==> images/metal_density.png <==
Scale: 1 px per um. 39 x 39 tiles, from dark purple (low) to yellow (high), scaled to the fullest tile. Values are wire area over tile area, all layers added.
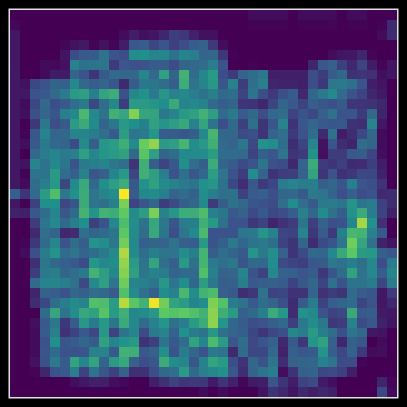
==> images/detail.png <==
Window x 168 to 218, y 246 to 296 um. Cells in grey, sequential cells in the stronger grey; small squares are vias.
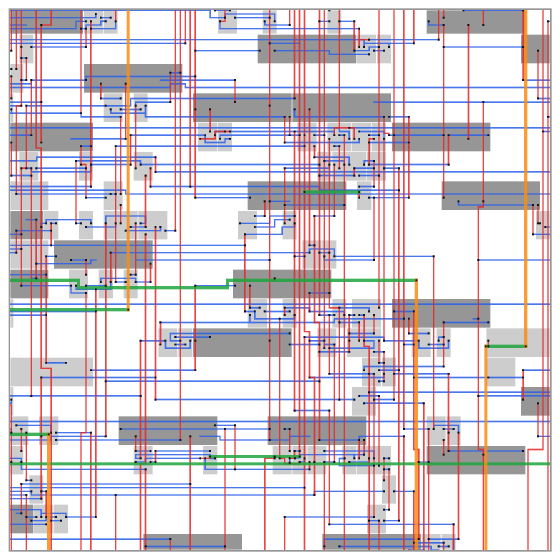
==> images/placement.png <==
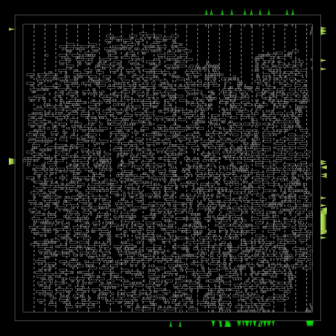
==> images/power_grid.png <==
Scale: 1 px per um. Pins as bars on the die edge.
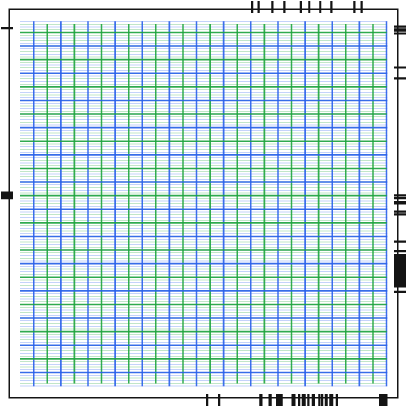
**src/rtl/ed_stream_gen.sv**
```systemverilog
// Squared-Euclidean-distance streamer: scans nodes 0..n-1 against the query and emits (index, distance) pairs.
// Latency: 2 cycles from node issue to output pair, one node per clock.
// Backpressure: none; the consumer must accept every cycle that enable is high.
module ed_stream_gen #(
    parameter int N_NODES = 16,
    parameter int DIM     = 4,
    parameter int DW      = 8,
    localparam int NW     = $clog2(N_NODES),
    localparam int DIMW   = (DIM > 1) ? $clog2(DIM) : 1
) (
    input  logic            clk,
    input  logic            rst,
    input  logic            wr_en,
    input  logic            wr_sel,
    input  logic [NW-1:0]   wr_node,
    input  logic [DIMW-1:0] wr_dim,
    input  logic [DW-1:0]   wr_data,
    input  logic [NW:0]     n_active,
    input  logic            start,
    output logic            busy,
    output logic            done,
    output logic            enable,
    output logic [31:0]     node_out,
    output logic [31:0]     ED_out
);

    localparam int SUMW = 2*DW + $clog2(DIM);
    localparam logic [NW:0] NMAX = (NW+1)'(N_NODES);
    localparam logic [NW:0] ONE  = (NW+1)'(1);

    typedef enum logic [1:0] {IDLE, RUN, DONE} state_t;

    state_t          state_q, state_d;
    logic [NW:0]     n_q, n_d, k_q, k_d, n_clip;
    logic            busy_q, busy_d, done_q, done_d;
    logic            issue;
    logic [NW-1:0]   rd_idx;

    logic [DW-1:0]   node_tbl [N_NODES][DIM];
    logic [DW-1:0]   qry      [DIM];

    logic [DW:0]     diff [DIM];
    logic [2*DW-1:0] dx   [DIM];
    logic [2*DW-1:0] sq_d [DIM];
    logic [2*DW-1:0] sq_q [DIM];
    logic            s1_vld;
    logic [NW-1:0]   s1_idx;
    logic [SUMW-1:0] sum_d;

    logic            en_q;
    logic [31:0]     node_q, ed_q;

    assign n_clip = (n_active > NMAX) ? NMAX : n_active;
    assign rd_idx = k_q[NW-1:0];

    always_comb begin
        state_d = state_q;
        n_d     = n_q;
        k_d     = k_q;
        busy_d  = busy_q;
        done_d  = 1'b0;
        issue   = 1'b0;
        case (state_q)
            IDLE: begin
                busy_d = 1'b0;
                if (start) begin
                    n_d = n_clip;
                    k_d = '0;
                    if (n_clip == '0) begin
                        state_d = DONE;
                    end else begin
                        state_d = RUN;
                        busy_d  = 1'b1;
                    end
                end
            end
            RUN: begin
                busy_d = 1'b1;
                if (k_q < n_q) begin
                    issue = 1'b1;
                    k_d   = k_q + ONE;
                end else begin
                    // last node is in stage 1; DONE covers the stage-2 drain
                    state_d = DONE;
                end
            end
            DONE: begin
                state_d = IDLE;
                done_d  = 1'b1;
                // an empty run shows busy alongside its done pulse
                busy_d  = (n_q == '0);
            end
            default: state_d = IDLE;
        endcase
    end

    always_ff @(posedge clk or posedge rst) begin
        if (rst) begin
            state_q <= IDLE;
            n_q     <= '0;
            k_q     <= '0;
            busy_q  <= 1'b0;
            done_q  <= 1'b0;
        end else begin
            state_q <= state_d;
            n_q     <= n_d;
            k_q     <= k_d;
            busy_q  <= busy_d;
            done_q  <= done_d;
        end
    end

    // Coordinate storage is frozen while a run is in progress.
    always_ff @(posedge clk or posedge rst) begin
        if (rst) begin
            for (int i = 0; i < N_NODES; i++) begin
                for (int d = 0; d < DIM; d++) begin
                    node_tbl[i][d] <= '0;
                end
            end
            for (int d = 0; d < DIM; d++) begin
                qry[d] <= '0;
            end
        end else if (wr_en && !busy_q) begin
            if (wr_sel) begin
                qry[wr_dim] <= wr_data;
            end else begin
                node_tbl[wr_node][wr_dim] <= wr_data;
            end
        end
    end

    // Squares are computed modulo 2^(2*DW); the true value (<= 255^2) always fits.
    always_comb begin
        for (int d = 0; d < DIM; d++) begin
            diff[d] = {node_tbl[rd_idx][d][DW-1], node_tbl[rd_idx][d]}
                    - {qry[d][DW-1], qry[d]};
            dx[d]   = {{(DW-1){diff[d][DW]}}, diff[d]};
            sq_d[d] = dx[d] * dx[d];
        end
    end

    always_comb begin
        sum_d = '0;
        for (int d = 0; d < DIM; d++) begin
            sum_d = sum_d + SUMW'(sq_q[d]);
        end
    end

    always_ff @(posedge clk or posedge rst) begin
        if (rst) begin
            s1_vld <= 1'b0;
            s1_idx <= '0;
            for (int d = 0; d < DIM; d++) begin
                sq_q[d] <= '0;
            end
            en_q   <= 1'b0;
            node_q <= '0;
            ed_q   <= '0;
        end else begin
            s1_vld <= issue;
            s1_idx <= rd_idx;
            for (int d = 0; d < DIM; d++) begin
                sq_q[d] <= sq_d[d];
            end
            en_q <= s1_vld;
            if (s1_vld) begin
                node_q <= 32'(s1_idx);
                ed_q   <= 32'(sum_d);
            end
        end
    end

    assign busy     = busy_q;
    assign done     = done_q;
    assign enable   = en_q;
    assign node_out = node_q;
    assign ED_out   = ed_q;

endmodule

```
**config.mk**
```make
export PLATFORM = sky130hd
export DESIGN_NAME = ed_stream_gen
export DESIGN_NICKNAME = d
export VERILOG_FILES = /design/src/rtl/ed_stream_gen.sv
export SDC_FILE = /design/constraint.sdc
export NUM_CORES = 2
export LEC_CHECK = 0
export ABC_AREA = 1
export CORE_MARGIN = 10
export CORE_UTILIZATION = 30
export CTS_CLUSTER_SIZE = 25
export DETAILED_ROUTE_END_ITERATION = 7
export PLACE_DENSITY_LB_ADDON = 0.05
export SYNTH_ARGS = -nofsm -noshare
export SYNTH_HDL_FRONTEND = slang
export SYNTH_SLANG_ARGS = --single-unit
export TNS_END_PERCENT = 10
```
**constraint.sdc**
```tcl
create_clock -name clk -period 29.4 [get_ports clk]
set_input_delay 7.35 -clock clk [delete_from_list [all_inputs] [get_ports clk]]
set_output_delay 7.35 -clock clk [all_outputs]
set_load 0.005 [all_outputs]
```
==> results.cfg <==
; generated from flow reports
[setup_path]
cp_top_family = buffers and inverters
r2r-start = k_q[0]$_DFFE_PP0P_
rr_endpoint = sq_q[31]$_DFF_PP0_
crit_buf_inv = 6
crit_type = input pin to async pin

[global_routing]
met1_usage_pct = 23.2
antenna_found_initial = 3

[final_layout]
nNetsFinal = 5032
final_util_pct = 33.5
largest_register_ffs = 512

[synth]
logic_family = adder cells
topCellsByArea = dfrtp_1 40%, fa_1 12%, nand2_1 8.9%
ys.flop_type = dfrtp_1
yosysWarnings = 0
yosysTopAreaCellShare_pct = 40.0
yosysTopAreaCell = dfrtp_1
ys_sh_adder_pct = 18.2
syn-instance-count = 4633

[placed_design]
place_area_mm2 = 0.0419

[drt]
wl_met1_mm = 60.7
wl_met2_mm = 55.7
drc = 0

[timing]
worst_slack_ns = 18.20
relSlewSlack_pct = 21.8
fmax_ghz = 0.0893

[floorplan]
chip_area_mm2 = 0.150

[run_status]
status = finished, final reports clean

[cts]
clkTransAtPathRegs_ns = 0.06
cts_sinks = 646
h-tree-depth = 3

[worst_hold_path]
whs_endpoint = ED_out[2]$_DFFE_PP0P_
-- metal_density.png (at the start) --
The mean over all tiles is 0.13. 16% of the tiles are nearly empty. The emptiest ninth of the die: north-east. The fullest tile reaches 0.45. 13% of the tiles are over half the peak.
gr usage total: 16.4%
drt total wl: 123 mm
average wire per standard cell: 19.3 um
via count: 29900

-- detail.png (at the start) --
Blue stands for metal 1. Orange stands for metal 4. Green stands for metal 3. Red stands for metal 2.
Most frequent: o21ai_0 (21), nand2_1 (19), dfrtp_1 (19). Sequential cells in the window: 19. 91 logic cells have their middle in the window. Netlist names of flops here include node_tbl (18), qry (1).

-- placement.png (at the start) --
flop count: 646
Well-Tap Cells: 1768
sequential share of cell area: 36.1%
number of cell rows: 134

-- power_grid.png (at the start) --
Green stands for VDD. Blue stands for VSS.
91 signal pins sit on the boundary. 135 met1 rails follow the rows. 26 straps on met5.
Core ar.: 0.134 mm2
Die H: 387 um
die outline width: 387 um

-- layout make-up --
cell class | instances | area, um2 | area share (%)
Multi-Input combinational cell | 3271 | 20900 | 46.8
Sequential cell | 646 | 16200 | 36.1
Inverter | 480 | 1820 | 4.07
Timing Repair Buffer | 87 | 773 | 1.73
Antenna cell | 2 | 5.00 | 0.0112
Clock buffer | 116 | 2330 | 5.21
Tap cell | 1768 | 2210 | 4.94
Clock inverter | 31 | 484 | 1.08
